--- src/rtl/vu_pkg.sv ---
// vu_pkg: shared constants, state type and bar helpers for the VU meter
package vu_pkg;
    localparam int LVL_W = 3;
    localparam int DECAY_SH = 3;
    localparam logic [14:0] THR0 = 15'h0200;
    localparam logic [14:0] THR1 = 15'h0800;
    localparam logic [14:0] THR2 = 15'h2000;
    localparam logic [14:0] THR3 = 15'h4000;
    typedef enum logic {SWEEP, RUN} state_t;
    function automatic logic [3:0] thermo(input logic [LVL_W-1:0] lvl);
        for (int i = 0; i < 4; i++) thermo[i] = lvl > LVL_W'(i);
    endfunction
    function automatic logic [3:0] dot(input logic [LVL_W-1:0] lvl);
        return lvl == '0 ? 4'h0 : 4'(4'h1 << (lvl - 1'b1));
    endfunction
    function automatic logic [3:0] rev4(input logic [3:0] v);
        return {v[0], v[1], v[2], v[3]};
    endfunction
endpackage

--- src/rtl/vu_chnl.sv ---
// vu_chnl: one channel's magnitude, decaying envelope, level and optional peak hold
// Peak hold is built only when VU_PEAK_HOLD_EN is defined; otherwise peak reads 0.
module vu_chnl
    import vu_pkg::*;
#(
    parameter int HOLD_CYCLES = 25000000
) (
    input  logic             clk,
    input  logic             rst,
    input  logic             vld,
    input  logic             tick,
    input  logic [15:0]      smpl,
    output logic [LVL_W-1:0] level,
    output logic [LVL_W-1:0] peak
);
    logic [15:0] neg;
    logic [14:0] mag, dec, env;
    always_comb begin
        neg = -smpl;
        // -32768 negates to itself; clamp it to full scale
        mag = !smpl[15] ? smpl[14:0] : neg[15] ? 15'h7FFF : neg[14:0];
        dec = !tick ? env : env == '0 ? '0 : env - (env >> DECAY_SH) - 15'd1;
        level = LVL_W'(env > THR0) + LVL_W'(env > THR1) + LVL_W'(env > THR2) + LVL_W'(env > THR3);
    end
    always_ff @(posedge clk)
        env <= rst ? '0 : (vld && mag > dec) ? mag : dec;
`ifdef VU_PEAK_HOLD_EN
    localparam int TW = $clog2(HOLD_CYCLES + 1);
    logic [TW-1:0] tmr;
    // Reloading while level sits at the peak makes the hold run from the moment the level drops
    always_ff @(posedge clk) begin
        if (rst) begin
            peak <= '0;
            tmr  <= '0;
        end else if (level >= peak || tmr == '0) begin
            peak <= level;
            tmr  <= TW'(HOLD_CYCLES - 1);
        end else begin
            tmr  <= tmr - 1'b1;
        end
    end
`else
    assign peak = '0;
`endif
endmodule

--- src/rtl/vu_meter.sv ---
// vu_meter: stereo 8-LED bar meter with power-on sweep, shared decay tick and LED register
// Optional peak-hold dot per channel is enabled by defining VU_PEAK_HOLD_EN.
module vu_meter
    import vu_pkg::*;
#(
    parameter int DECAY_CYCLES = 50000,
    parameter int HOLD_CYCLES  = 25000000,
    parameter int SWEEP_CYCLES = 6250000
) (
    input  logic        clk,
    input  logic        rst,
    input  logic        vld,
    input  logic [15:0] lft_chnnl,
    input  logic [15:0] rght_chnnl,
    output logic [7:0]  LED
);
    localparam int DW = $clog2(DECAY_CYCLES + 1);
    localparam int SW = $clog2(SWEEP_CYCLES + 1);
    state_t state, nxt_state;
    logic [DW-1:0] d_cnt;
    logic [SW-1:0] sw_cnt;
    logic [2:0] step;
    logic tick, sw_end;
    logic [LVL_W-1:0] level_l, level_r, peak_l, peak_r;
    logic [7:0] led_nxt;
    assign tick = d_cnt == DW'(DECAY_CYCLES - 1);
    assign sw_end = sw_cnt == SW'(SWEEP_CYCLES - 1);
    vu_chnl #(.HOLD_CYCLES(HOLD_CYCLES)) u_l (
        .clk(clk), .rst(rst), .vld(vld), .tick(tick), .smpl(lft_chnnl), .level(level_l), .peak(peak_l)
    );
    vu_chnl #(.HOLD_CYCLES(HOLD_CYCLES)) u_r (
        .clk(clk), .rst(rst), .vld(vld), .tick(tick), .smpl(rght_chnnl), .level(level_r), .peak(peak_r)
    );
    always_ff @(posedge clk)
        state <= rst ? SWEEP : nxt_state;
    always_comb
        nxt_state = (state == SWEEP && sw_end && step == 3'd7) ? RUN : state;
    always_comb
        led_nxt = state == SWEEP ? 8'(8'h01 << step)
                : {thermo(level_l) | dot(peak_l), rev4(thermo(level_r) | dot(peak_r))};
    always_ff @(posedge clk) begin
        if (rst) begin
            d_cnt  <= '0;
            sw_cnt <= '0;
            step   <= '0;
            LED    <= '0;
        end else begin
            d_cnt <= tick ? '0 : d_cnt + 1'b1;
            if (state == SWEEP) begin
                sw_cnt <= sw_end ? '0 : sw_cnt + 1'b1;
                step   <= step + 3'(sw_end);
            end
            LED <= led_nxt;
        end
    end
endmodule
--- config.mk ---
export PLATFORM = sky130hd
export DESIGN_NAME = vu_meter
export DESIGN_NICKNAME = d
export VERILOG_FILES = /design/src/rtl/vu_pkg.sv /design/src/rtl/vu_chnl.sv /design/src/rtl/vu_meter.sv
export SDC_FILE = /design/constraint.sdc
export NUM_CORES = 1
export LEC_CHECK = 0
export CORE_MARGIN = 2
export CORE_UTILIZATION = 61
export DETAILED_ROUTE_END_ITERATION = 7
export PLACE_DENSITY = 0.83
export SYNTH_ARGS = -nofsm -noshare
export SYNTH_HDL_FRONTEND = slang
export SYNTH_SLANG_ARGS = --single-unit
--- constraint.sdc ---
create_clock -name clk -period 4.6 [get_ports clk]
set_input_delay 0.69 -clock clk [delete_from_list [all_inputs] [get_ports clk]]
set_output_delay 0.69 -clock clk [all_outputs]
set_load 0.1 [all_outputs]
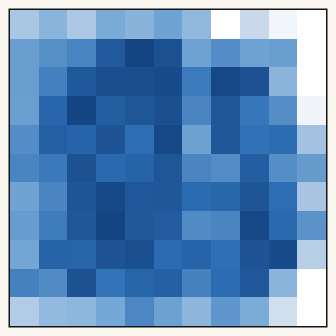
(run_1/cell_density.png)
The die is cut into 11 by 11 equal tiles; white is low, dark blue is high, 0 to 100% covered.
The emptiest ninth of the die: top right. 5.0% of the tiles are nearly empty. 45% of the tiles are over 75% full. The fullest tile reaches 92%. The mean over all tiles is 64%.

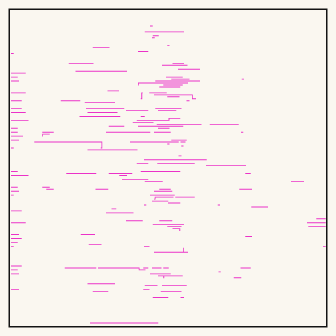
(run_1/layer_met3.png)
The wires run mostly horizontal. 118 nets have wire on it.
vias: 6588
met3 Use GR: 0.0263

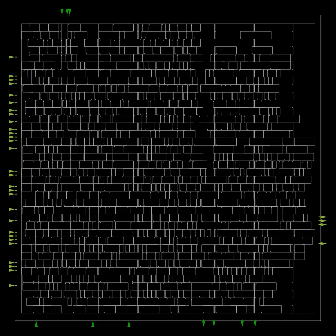
(run_1/placement.png)
tap cell count: 140
flop count: 81

==> flow_summary.yaml, run 1 <==
# flow metrics
drt:
  wl_met1_mm: 7.34
  drt-initial-drc-count: 649
  wl_met3_um: 850
  met2_length_mm: 7.87
  antenna_left: 0
  vias_per_cell: 6.19
final_timing:
  fin_ws_ns: 0.209
  skew_ns: 0.00672
  fin_crit_sh: 0.955
  hold_slack_ns: 0.478
power:
  total_power_mw: 2.50
final_layout:
  seq_area_um2: 1620
  diodes: 0
  final_cell_area_um2: 7810
  multi_input_comb_area_um2: 4850
  nFillCells: 823
clocking:
  ctsHoldBuffers: 0
  clk_pin_slew_ns: 0.09
  clockBufferDepth: 2
  postCtsSetupBuffers: 0
  cts_root_buffer: "clkbuf_8"
  clkLatencyLatePin_ns: 0.36
  cts_sinks: 81
synth:
  yosysTopAreaCell: "dfxtp_1"
  ys_types: 70
  yosys_area_um2: 6750
  top_cells_by_area: "dfxtp_1 24%, ha_1 12%, nor2_1 6.1%"
  yosys_warnings: 0
  synth.top_cell.area_share: 0.240
setup_path:
  arrival_ns: 4.64
  crit_path_end_kind: "flip-flop"
  setup.worst_path.start: "u_r.env[3]$_SDFF_PP0_"
  start_kind: "flip-flop"
  critPathCapture: "u_r.env[3]$_SDFF_PP0_"
  r2r_start: "u_r.env[3]$_SDFF_PP0_"
  path_max_fanout: 16
  worst_r2r_endpoint: "u_r.env[3]$_SDFF_PP0_"
floorplan:
  core_um2: 10800
  chipWidth_um: 109
  num_rows: 38
status:
  status: "complete, no violations"
global_routing:
  grt_pass1_wl_mm: 27.6
  grt_pass1_vias: 6200
min_path:
  holdCritStartpoint: "d_cnt[0]$_SDFF_PP0_"
run:
  warnings: 28
placement:
  dp_hpwl_mm: 12.7
  port_buffers: 42
run 1: report_power, final:
group          internal, mW  switching, mW  total (mW)
Sequential            0.739         0.0496       0.788
Clock                 0.364          0.270       0.634
Combinational         0.479          0.601        1.08
run 1: state kept, by name, indices dropped and copies added, names as in the netlist:
signal / flops
LED: 8
d_cnt: 16
state: 1
step: 3
sw_cnt: 23
u_l.env: 15
u_r.env: 15
run 1: cells in the mapped netlist (4+ instances only):
cell type / number
or2_2: 7
a211oi_1: 8
ha_1: 64
nand2b_1: 10
dfxtp_1: 81
o211ai_1: 6
o21a_1: 7
o21ai_0: 43
nor4_1: 15
fa_1: 4
inv_1: 55
nand3_1: 19
or3_1: 13
and3_1: 10
a211o_1: 4
and2_1: 10
mux2i_1: 8
a31oi_1: 6
nand2_1: 62
or4_1: 10
nor3_1: 25
clkbuf_1: 23
mux2_2: 5
o31ai_1: 8
nand4_1: 16
a21oi_1: 49
a311oi_1: 4
xnor2_1: 27
o311a_1: 11
and4_1: 4
a21o_1: 15
nor2_1: 109
a22oi_1: 9
mux2_4: 12
nor2b_1: 6
xor2_1: 39
run 1: worst max-delay path: stages, from the launching register on:
cell	delay, ns
dfxtp_1	0.35
inv_1	0.07
ha_1	0.19
inv_1	0.07
fa_1	0.39
nand2b_1	0.22
a21oi_2	0.19
buf_4	0.15
o21a_1	0.13
o21ai_0	0.11
a211o_1	0.31
and3_1	0.20
ha_1	0.32
nand4_1	0.12
or4_1	0.58
o31ai_4	0.37
buf_4	0.25
o21ai_0	0.11
o311a_1	0.14
run 1: cells in the final DEF, fill, tap and decap left out, types with 3 or more instances in the layout:
master,Yosys,final
a211o_1,4,4
a211oi_1,8,8
a21o_1,15,15
a21oi_1,49,48
a22oi_1,9,9
a311oi_1,4,3
a31oi_1,6,6
and2_1,10,10
and3_1,10,10
and4_1,4,4
buf_4,1,37
bufinv_16,0,3
clkbuf_8,0,9
clkdlybuf4s50_1,0,42
dfxtp_1,81,81
fa_1,4,4
ha_1,64,64
inv_1,55,55
mux2_2,5,5
mux2_4,12,12
mux2i_1,8,8
nand2_1,62,62
nand2b_1,10,10
nand3_1,19,19
nand4_1,16,16
nor2_1,109,109
nor2b_1,6,6
nor3_1,25,25
nor4_1,15,14
nor4b_1,3,3
o211ai_1,6,6
o21a_1,7,7
o21ai_0,43,42
o311a_1,11,11
o31ai_1,8,7
or2_2,7,7
or3_1,13,13
or4_1,10,10
xnor2_1,27,27
xor2_1,39,39
run 1: kinds of logic after synthesis:
family | after synthesis | share of synthesized area
multiplexers | 25 | 0.0469
AND/OR/NAND/NOR | 332 | 0.247
AND-OR/OR-AND | 201 | 0.202
buffers and inverters | 83 | 0.0480
flip-flops | 81 | 0.240
adder cells (fa/ha/maj) | 68 | 0.130
XOR/XNOR | 66 | 0.0856
run 1: layout make-up:
| cell class | instances | area share |
|---|---|---|
| timing repair buffer | 80 | 0.0919 |
| inverter | 55 | 0.0264 |
| clock inverter | 6 | 0.0147 |
| sequential | 81 | 0.208 |
| tap | 140 | 0.0224 |
| clock buffer | 10 | 0.0163 |
| multi-input combinational | 692 | 0.621 |
==> inputs of run 2 (changes only) <==
- CORE_UTILIZATION: 61 -> 65
- DONT_BUFFER_PORTS: default -> 1
- PLACE_DENSITY: 0.83 -> 0.82
- TNS_END_PERCENT: default -> 50
==> flow_summary.yaml, run 2 <==
# flow metrics
status:
  status: "complete, no violations"
clocking:
  cts_sinks: 81
  ctsHoldBuffers: 0
  cts_root_buffer: "clkbuf_8"
  postCtsSetupBuffers: 0
  clockBufferDepth: 2
  clk_pin_slew_ns: 0.09
  htreeDepth: 3
final_layout:
  layout_top_cell: "nor2_1"
  stdcell_count: 991
  drive_above_1_share: 0.0842
  largest_register_ffs: 23
  multi_input_comb_area_um2: 4900
  seq_area_um2: 1620
  regMostFlops: "sw_cnt"
  nFillCells: 805
  reg.largest.list: "sw_cnt: 23 flops, d_cnt: 16 flops"
  final_cell_mix: "109 x nor2_1, 79 x dfxtp_1, 64 x ha_1"
  diodes: 0
  area_growth_pct: 6.28
global_routing:
  grt_pass1_vias: 6082
  grt_usage: 0.296
  grt_pass1_wl_mm: 27.6
  grt_max_degree: 42
synth:
  yosysTopAreaCell: "dfxtp_1"
  ys_ff: 81
  ys_types: 70
  fp_nets: 959
  yosysCellCount: 856
  yosys_warnings: 0
  netlist_area_um2: 6750
  common_cells: "109 x nor2_1, 81 x dfxtp_1, 64 x ha_1, 62 x nand2_1, 55 x inv_1"
  yosysMostFrequentCell: "nor2_1"
  synth.top_cell.area_share: 0.240
  top_cells_by_area: "dfxtp_1 24%, ha_1 12%, nor2_1 6.1%"
  postSynthAreaPerCell_um2: 7.89
  yosys_area_um2: 6750
  flop_cell: "dfxtp_1"
drt:
  drc: 0
  num_vias: 6414
  drt_first_pass_iters: 6
  antenna_left: 0
  wl_per_cell_um: 16.5
  vias_per_cell: 6.47
  drt-initial-drc-count: 643
setup_path:
  crit_path_cell_trace: "inv_1, ha_1, o21ai_0, o21a_1, nor3_1, a21oi_1, o21ai_0, a31oi_1, ha_1, nand3_1, a21oi_1, a221o_1, a311oi_4, a21oi_2, o311a_1"
  critPathCapture: "u_l.env[14]$_SDFF_PP0_"
  path_max_fanout: 7
  cp.depth: 15
  arrival_ns: 4.71
  crit_type: "reg -> reg"
  cpLargestDelayFamily: "AND-OR/OR-AND gates"
  path_buffers: 1
  reg2reg_slack_ns: 0.16
  setup.worst_path.start: "u_l.env[5]$_SDFF_PP0_"
  crit_slowest_cell: "dfxtp_1"
  start_kind: "flip-flop"
  r2r_start: "u_l.env[5]$_SDFF_PP0_"
  crit_path_max_incr_delay_ns: 0.44
  crit_path_end_kind: "flip-flop"
  worst_r2r_endpoint: "u_l.env[14]$_SDFF_PP0_"
run:
  warnings: 28
  cap_violations: 0
power:
  ir_drop_mv: 0.144
  p_leak_nw: 2.88
final_timing:
  fin_crit_sh: 0.966
  finalSetupViolations: 0
  rsz0062_at_grt: "no"
  hold_slack_ns: 0.375
  worst_pin_slew_ns: 0.950
  relSlewSlack: 0.366
floorplan:
  core_um2: 10200
  io_pins: 43
  num_rows: 37
min_path:
  hold_path_class: "in -> reg"
placement:
  dp_hpwl_mm: 12.3
run 2: worst register-to-register path, delay by kind of cell (launching register included):
family / cells / cell delay (ns)
AOI/OAI and AO/OA: 10 / 2.58
adders and majority gates: 2 / 0.72
buffers and inverters: 1 / 0.07
DFF: 1 / 0.44
and+or+nand+nor: 2 / 0.54
run 2: what timing repair did:
| action | CTS | global route |
|---|---|---|
| cloned | 0 | 1 |
| endpoints found under the setup margin | 4 | 29 |
| pin swaps | 0 | 2 |
| hold endpoints to repair | 0 | 0 |
| gates resized | 1 | 19 |
run 2: cells by family (layout without fill, tap and decap cells):
| kind of cell | Yosys count | count (layout) | share of synthesized area |
|---|---|---|---|
| adders and majority gates | 68 | 68 | 0.130 |
| DFF | 81 | 81 | 0.240 |
| muxes | 25 | 25 | 0.0469 |
| and+or+nand+nor | 332 | 332 | 0.247 |
| buffers and inverters | 83 | 81 | 0.0480 |
| AOI/OAI and AO/OA | 201 | 202 | 0.202 |
| xor gates and xnor gates | 66 | 66 | 0.0856 |
run 2: power by group:
group	switching [mW]	internal [mW]	total, mW
sequential	0.0531	0.739	0.792
clock	0.284	0.268	0.551
combinational	0.590	0.437	1.03
total	0.927	1.44	2.37
run 2: how the worst min path moves through the flow:
stage | slack, ns | endpoint | startpoint | cells after the start
after global routing | 0.37 | LED[6]$_SDFF_PP0_ | rst | 1
after global placement | 0.44 | d_cnt[0]$_SDFF_PP0_ | d_cnt[0]$_SDFF_PP0_ | 1
after detailed placement | 0.45 | d_cnt[0]$_SDFF_PP0_ | d_cnt[0]$_SDFF_PP0_ | 1
after floorplan | 0.43 | d_cnt[0]$_SDFF_PP0_ | d_cnt[0]$_SDFF_PP0_ | 1
after CTS | 0.37 | LED[5]$_SDFF_PP0_ | rst | 1
final | 0.37 | LED[5]$_SDFF_PP0_ | rst | 1
run 2: per-stage QoR:
step / utilization / power [mW] / instance area, µm² / setup slack (ns)
3_5_place_dp: 0.676 / 1.76 / 6880 / 0.0299
6_report: 0.705 / 2.37 / 7180 / 0.155
3_3_place_gp: 0.676 / 1.70 / 6880 / 0.267
2_1_floorplan: - / 1.56 / 6750 / 0.318
4_1_cts: 0.696 / 2.31 / 7090 / 0.0393
5_1_grt: 0.705 / 2.51 / 7180 / 0.00378
run 2: cell type report:
cell class,instances,share of cell area
Multi-Input combinational cell,693,0.683
Sequential cell,81,0.226
Inverter,55,0.0288
Tap cell,136,0.0237
Clock buffer,10,0.0192
Timing Repair Buffer,10,0.0105
Clock inverter,6,0.00907
run 2: per-layer routing:
metal | vias to the layer above | wire length (µm) | GRT usage
li1 | 3087 | - | -
met1 | 2984 | 7250 | 0.387
met2 | 292 | 7740 | 0.504
met3 | 51 | 987 | 0.0374
met4 | 0 | 423 | 0.102
met5 | - | 0 | 0
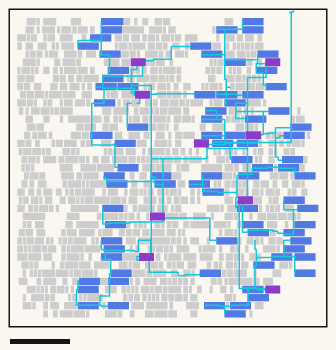
(run_2/clk_routes.png)
Bar = 20 µm.
Key: clock wires = cyan [length 1060 µm]; flip-flops = blue [count 81]; clock drivers = purple [count 9]
There are 10 routed clock nets.
clk pwr: 0.551 mW
clock share of power: 0.233
Worst-Skew Late Latency: 0.37 ns
clock skew: 0.00893 ns

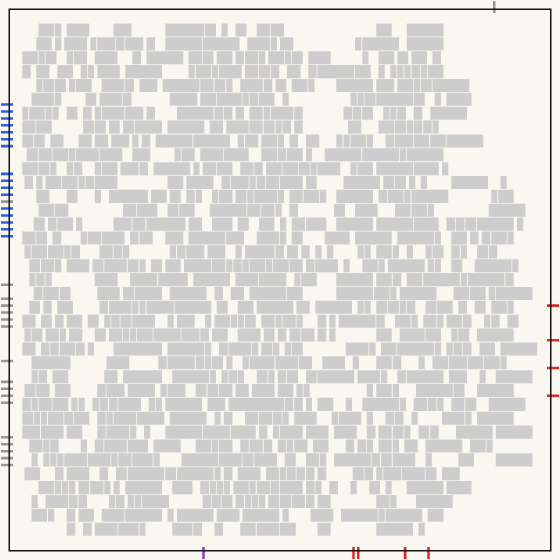
(run_2/io_placement.png)
Pins as bars across the die edge, other pins in grey.
Key: LED = red [pins 8, direction output, edge 4 bottom, 4 right]; rght_chnnl = blue [pins 16, direction input, edge left]; rst = purple [pins 1, direction input, edge bottom]
All pins by edge: 33 left, 5 bottom, 4 right, 1 top.
IO buf count: 0
die width: 106 µm
Die H: 106 µm

Power figures rest on the tool's default switching activity, not on a simulated workload.
